power_grid.png
(6 px per um) Pins as bars on the die edge. Tap cells in grey.
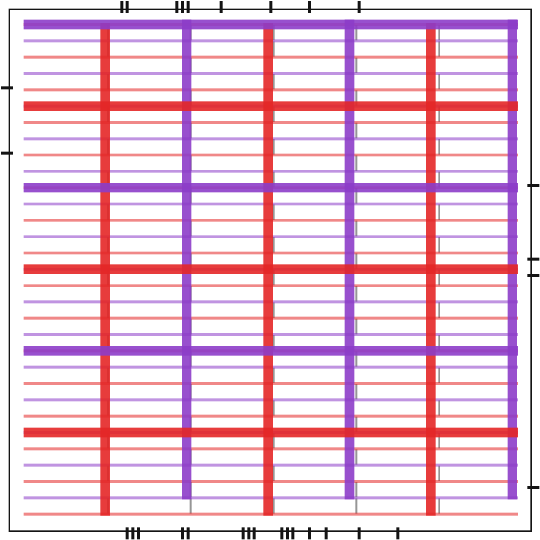
placement_by_type.png
(6 px per um) Fill, decap, tap and diode cells in grey.
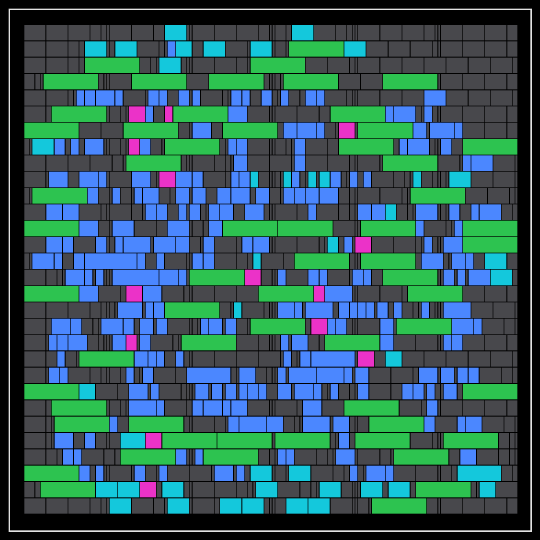
clk_routes.png
(4 px per um)
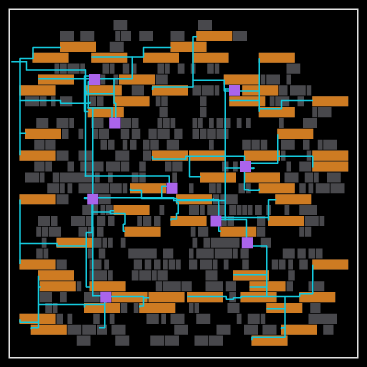
wires.png
(6 px per um)
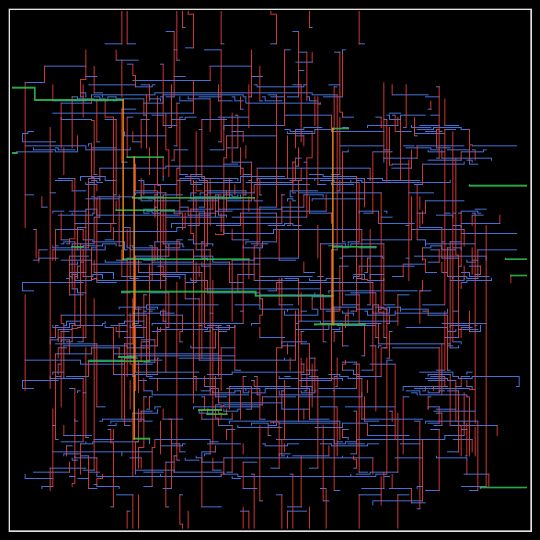
File: config.mk
export PLATFORM = sky130hd
export DESIGN_NAME = m216a_dsm_decoder_flat
export DESIGN_NICKNAME = d
export VERILOG_FILES = /design/src/rtl/m216a_dsm_decoder_if.sv /design/src/rtl/m216a_dsm_decoder.sv /design/src/flat_wrapper.sv
export SDC_FILE = /design/constraint.sdc
export NUM_CORES = 1
export LEC_CHECK = 0
export CORE_MARGIN = 2
export CORE_UTILIZATION = 45
export CTS_BUF_LIST = sky130_fd_sc_hd__clkbuf_4
export CTS_CLUSTER_SIZE = 12
export DETAILED_ROUTE_END_ITERATION = 8
export GPL_TIMING_DRIVEN = 0
export PLACE_DENSITY = 0.64
export SLEW_MARGIN = 30
export SYNTH_ARGS = -nofsm -noshare
export SYNTH_HDL_FRONTEND = slang
export SYNTH_SLANG_ARGS = --single-unit
File: constraint.sdc
create_clock -name clk -period 2.7 [get_ports clk]
set_input_delay 0.54 -clock clk [delete_from_list [all_inputs] [get_ports clk]]
set_output_delay 0.54 -clock clk [all_outputs]
set_load 0.01 [all_outputs]
File: src/rtl/m216a_dsm_decoder_if.sv
// ============================================================================
// m216a_dsm_decoder_if : sample/handshake/result bundle for the DSM decoder
// Rev 1.0 : initial release
// ============================================================================
`default_nettype none

interface m216a_dsm_decoder_if;
  logic [3:0]  dsm_in;
  logic        start;
  logic        busy;
  logic        valid;
  logic [3:0]  avg_i;
  logic [15:0] avg_f;
  logic        range_err;

  modport master (
    output dsm_in, start,
    input  busy, valid, avg_i, avg_f, range_err
  );

  modport slave (
    input  dsm_in, start,
    output busy, valid, avg_i, avg_f, range_err
  );
endinterface

`default_nettype wire

File: src/rtl/m216a_dsm_decoder.sv
// ============================================================================
// m216a_dsm_decoder : window-mean of the DSM output stream (4.16 result)
// Optional range check built when M216A_DEC_RANGE_CHK_EN is defined.
// Rev 1.0 : initial release
// ============================================================================
`default_nettype none

module m216a_dsm_decoder #(
  parameter int WIN_LOG2 = 16
) (
  input  wire logic             clk,
  input  wire logic             rst_n,
  m216a_dsm_decoder_if.slave    dec_if
);

  localparam int ACC_W = WIN_LOG2 + 4;

  typedef enum logic [1:0] {
    S_IDLE  = 2'd0,
    S_ACCUM = 2'd1,
    S_DONE  = 2'd2
  } state_t;

  state_t              state_q;
  logic [ACC_W-1:0]    acc_q;
  logic [WIN_LOG2-1:0] cnt_q;
  logic                busy_q;
  logic                valid_q;
  logic [3:0]          avg_i_q;
  logic [15:0]         avg_f_q;
  logic                range_err_q;

  logic [ACC_W-1:0]    acc_d;
  logic [15:0]         frac_d;
  logic                oor_d;

  // Sum including the current sample, so the last sample lands in the result.
  assign acc_d = acc_q + {{WIN_LOG2{1'b0}}, dec_if.dsm_in};

  generate
    if (WIN_LOG2 >= 16) begin : g_frac_trunc
      assign frac_d = acc_d[WIN_LOG2-1 -: 16];
    end else begin : g_frac_pad
      assign frac_d = {acc_d[WIN_LOG2-1:0], {(16-WIN_LOG2){1'b0}}};
    end
  endgenerate

`ifdef M216A_DEC_RANGE_CHK_EN
  assign oor_d = (dec_if.dsm_in < 4'd5) || (dec_if.dsm_in > 4'd12);
`else
  assign oor_d = 1'b0;
`endif

  always_ff @(posedge clk or negedge rst_n) begin
    if (!rst_n) begin
      state_q     <= S_IDLE;
      acc_q       <= '0;
      cnt_q       <= '0;
      busy_q      <= 1'b0;
      valid_q     <= 1'b0;
      avg_i_q     <= '0;
      avg_f_q     <= '0;
      range_err_q <= 1'b0;
    end else begin
      valid_q <= 1'b0;
      case (state_q)
        S_ACCUM: begin
          acc_q <= acc_d;
          cnt_q <= cnt_q + 1'b1;
          if (oor_d) begin
            range_err_q <= 1'b1;
          end
          if (&cnt_q) begin
            state_q <= S_DONE;
            busy_q  <= 1'b0;
            valid_q <= 1'b1;
            avg_i_q <= acc_d[WIN_LOG2+3:WIN_LOG2];
            avg_f_q <= frac_d;
          end
        end
        default: begin
          // IDLE and DONE share the start behaviour; DONE never lingers.
          if (dec_if.start) begin
            state_q     <= S_ACCUM;
            busy_q      <= 1'b1;
            acc_q       <= '0;
            cnt_q       <= '0;
            range_err_q <= 1'b0;
          end else begin
            state_q <= S_IDLE;
          end
        end
      endcase
    end
  end

  assign dec_if.busy      = busy_q;
  assign dec_if.valid     = valid_q;
  assign dec_if.avg_i     = avg_i_q;
  assign dec_if.avg_f     = avg_f_q;
  assign dec_if.range_err = range_err_q;

endmodule

`default_nettype wire

File: src/flat_wrapper.sv
// flat-port wrapper written by rule: the top's interface ports become plain ports
module m216a_dsm_decoder_flat 
#(
  parameter int WIN_LOG2 = 16
)
  (clk, rst_n, dec_if_dsm_in, dec_if_start, dec_if_busy, dec_if_valid, dec_if_avg_i, dec_if_avg_f, dec_if_range_err);
  m216a_dsm_decoder_if dec_if_i ();
  input  wire logic clk;
  input  wire logic rst_n;
  input wire logic [$bits(dec_if_i.dsm_in)-1:0] dec_if_dsm_in;
  input wire logic [$bits(dec_if_i.start)-1:0] dec_if_start;
  output wire logic [$bits(dec_if_i.busy)-1:0] dec_if_busy;
  output wire logic [$bits(dec_if_i.valid)-1:0] dec_if_valid;
  output wire logic [$bits(dec_if_i.avg_i)-1:0] dec_if_avg_i;
  output wire logic [$bits(dec_if_i.avg_f)-1:0] dec_if_avg_f;
  output wire logic [$bits(dec_if_i.range_err)-1:0] dec_if_range_err;
  assign dec_if_i.dsm_in = dec_if_dsm_in;
  assign dec_if_i.start = dec_if_start;
  assign dec_if_busy = dec_if_i.busy;
  assign dec_if_valid = dec_if_i.valid;
  assign dec_if_avg_i = dec_if_i.avg_i;
  assign dec_if_avg_f = dec_if_i.avg_f;
  assign dec_if_range_err = dec_if_i.range_err;
  m216a_dsm_decoder #(.WIN_LOG2(WIN_LOG2)) u_core (.clk(clk), .rst_n(rst_n), .dec_if(dec_if_i));
endmodule
==> run summary <==
Entry: Yosys synthesis followed by OpenROAD place and route.

Outcome:
- The run finished with clean final reports.

Setup path:
- The setup path with the least slack is of type primary input to flip-flop.
- The run gives the endpoint of the lowest-slack register-to-register path as u_core.acc_q[14]$_DFFE_PN0P_.
- The run puts the largest fanout of any net on the critical path at 7.
- STA classifies the critical path endpoint as a flip-flop.
- The run gives the register-to-register path setup slack as 0.41 ns.
- The startpoint identified for the worst register-to-register timing path is u_core.acc_q[0]$_DFFE_PN0P_.
- The worst setup path is launched from a primary input.
- In this run the worst setup path begins at dec_if_dsm_in[0].
- The report lists the cells along the critical path as clkdlybuf4s50_1 -> ha_1 -> inv_1 -> fa_1 -> nand2b_1 -> a21o_1 -> nor4_4 -> o21ai_0 -> a22o_1.
- The run puts the arrival time at the worst endpoint at 2.84 ns.
- On the worst path, the slowest cell contributes a delay of 0.47 ns.
- The run gives the count of cells along the worst register-to-register path as 8.
- The most critical setup path has its endpoint at u_core.acc_q[14]$_DFFE_PN0P_.

Place:
- The run puts the final RePlAce weighted congestion at 0.7901.
- The run gives the placed wire-length estimate as 4719 um.
- Port buffering added 28 buffers.
- The run gives the total placed instance area as 3478 sq um.

Final layout:
- The run gives the number of ordinary and repair buffers in the finished layout as 42.
- Ranking logic cells in the layout by count gives the top entries sky130_fd_sc_hd__dfrtp_1 (60), sky130_fd_sc_hd__nand2_1 (46), sky130_fd_sc_hd__nor2_1 (29).
- The run gives the register area as 1501 sq um.
- The run gives the combinational gate area as 1478 sq um.
- The run puts the number of diodes added for antenna fixing at 0.
- The run gives the number of nets at the end of the flow as 371.
- The run gives the share of the final layout cell area in multi-input gates as 0.4137.
- The run gives the number of sequential cells as 60.

STA:
- The run puts the normalized max-slew margin at 0.6359.
- For this run, the top clock speed supported by timing is 392.1 MHz.
- The run puts the max-slew violation count at 0.
- The run gives the count of final setup violators as 0.
- Setup repair after global routing left no endpoint under its margin.
- The tightest hold path in the finished design has a slack of 0.04254 ns.
- The run gives the number of hold-slack violations in the final timing report as 0.
- The run gives the share of the clock period used by the worst path as 0.9446.
- The run puts the final critical delay including setup and external delays at 2.550 ns.

Clock network:
- The run gives the cell at the root of the clock tree as sky130_fd_sc_hd__clkbuf_4.
- The run gives the maximum clock path buffer count as 2.
- The run puts the cts-stage hold buffer count at 0.
- The number of gates resized after CTS was 0.
- The clock tree synthesis step divided the H-tree into 3 levels.
- The run gives the number of sinks handled by clock tree synthesis as 60.
- The run puts the buffer count from post-CTS setup fixing at 0.

Die:
- The chip occupies 7523 sq um.
- The run puts the pre-placement core utilization at 0.4585.

Route:
- The run gives the routed length on met2 as 3163 um.
- The run gives the DRC violation count after routing as 0.
- Per the detail_route report, vias per standard cell equal 5.397.
- The run puts the iteration-0 DRC count of the detailed router at 132.
- The highest layer touched by signal routing is met4.

Pwr:
- The script computed the net switching share of total power as 0.3690.
- Per report_power, the top consumer among the power groups is sequential cells.
- The run puts the leakage component of the power at 1.550 nW.
- For the combinational group, total power comes out at 681 uW.

Synth:
- The run puts the number of warnings reported in the yosys synthesis log at 0.
- The run puts the number of nets at floorplan at 331.
- The run gives the synthesis-stage register bit count as 60.
- By area the synthesized netlist is led by sky130_fd_sc_hd__dfrtp_1 (49%), sky130_fd_sc_hd__nand2_1 (5.6%), sky130_fd_sc_hd__o21ai_0 (3.6%).
- The run gives the portion of synthesized cell area occupied by the leading cell type as 0.4874.
- For this run, the chip area from Yosys synthesis comes to 3080 sq um.

Global routing:
- The run puts the met2 usage at 0.3126.
- The run gives the number of antenna violations at the first check in global routing as 0.
- The run gives the global routing's busiest layer as met2.
- The run gives the remaining global-route overflow as 0.
- The run gives the met3 track demand over resource as 0.04000.
- The run gives the global routing usage summed across all routing layers as 0.1893.
- met1 track demand over resource after global routing is 0.2463.
- The first global-routing pass estimated 11020 um of wire.

Min path:
- Note that the worst hold path type here is primary input to async pin.
Notes on power_grid.png above:
- purple: VDD
- red: VSS
- met1 rails: 31
- rows: 30
peak supply drop: 0.0004175 V
overall die width: 86.74 um
vertical die size: 86.74 um
placeable core area: 6719 sq um

Notes on placement_by_type.png above:
- blue: combinational and other logic (cells 245; share of their area 43%)
- magenta: clock drivers and dummy loads (cells 14; share of their area 2.7%)
- cyan: other buffers and delay cells (cells 42; share of their area 11%)
- green: flops (cells 60; share of their area 43%)
Finished Core Util: 0.5317
proportion of cell area occupied by registers: 0.4203
Std-Cell Rows: 30
Final Instance Area: 3572 sq um

Notes on clk_routes.png above:
- orange: flip-flops (count 60)
- purple: clock drivers (count 9)
- cyan: clock wires (length 821 um)
- routed clock nets: 10
- flops lie: all over the die
Power Clock: 494 uW
power share of the clock group: 0.209
clock latency reported for the late side of the worst-skew pair: 0.40 ns
final worst clock skew: 0.01113 ns

Notes on wires.png above:
- blue: metal 1 (wire length 3090 um)
- green: metal 3 (wire length 179 um)
- red: metal 2 (wire length 3160 um)
- orange: metal 4 (wire length 106 um)
WL final: 6542 um
via count: 2380

-- Yosys cell counts, drive strengths merged --
master and number:
dfrtp 60, nand2 46, o21ai 33, nor2 29
a21oi 22, nand3 15, xnor2 11, mux2i 10
buf 8, inv 8, nand4 7, and3 5
clkbuf 5, ha 5, nand3b 5, xor2 5
a22o 4, and4 4, nand2b 4, o31ai 4
or3 4, nor3 3, o22ai 3, a21o 2
a31oi 2, nor3b 2, o21a 2, a211o 1
and2 1, conb 1, fa 1, nand4b 1
nor2b 1, nor4 1, nor4b 1, o211ai 1
or2 1
-- stage by stage --
step | instances | setup slack, ns | utilization | setup TNS, ns
after floorplan | 318 | 0.4304 | - | 0
after global placement | 426 | -0.9283 | 0.5151 | -57.66
after detailed placement | 427 | -0.2563 | 0.5177 | -2.465
after CTS | 441 | 0.1635 | 0.5317 | 0
after global routing | 441 | 0.001781 | 0.5317 | 0
final | 441 | 0.1497 | 0.5317 | 0
-- kinds of logic (layout without fill, tap and decap cells) --
logic type      count (synthesis)  count (layout)  share of synthesized area
simple gates                  130             130                     0.2271
compound gates                 74              74                     0.1466
flops                          60              60                     0.4874
buf+inv                        21              64                    0.03290
xor+xnor                       16              16                    0.04549
mux                            10              10                    0.03250
fa+ha+maj                       6               6                    0.02681
other cells                     1               1                   0.001217
-- worst reg2reg max path: cells and delay by family (launching register included) --
| family | cells | cell delay, ns |
|---|---|---|
| AND-OR/OR-AND | 3 | 0.61 |
| flip-flops | 1 | 0.36 |
| AND/OR/NAND/NOR | 2 | 0.56 |
| adder cells (fa/ha/maj) | 2 | 0.59 |
| buffers and inverters | 1 | 0.06 |
Power is estimated from default activity; no workload was simulated.
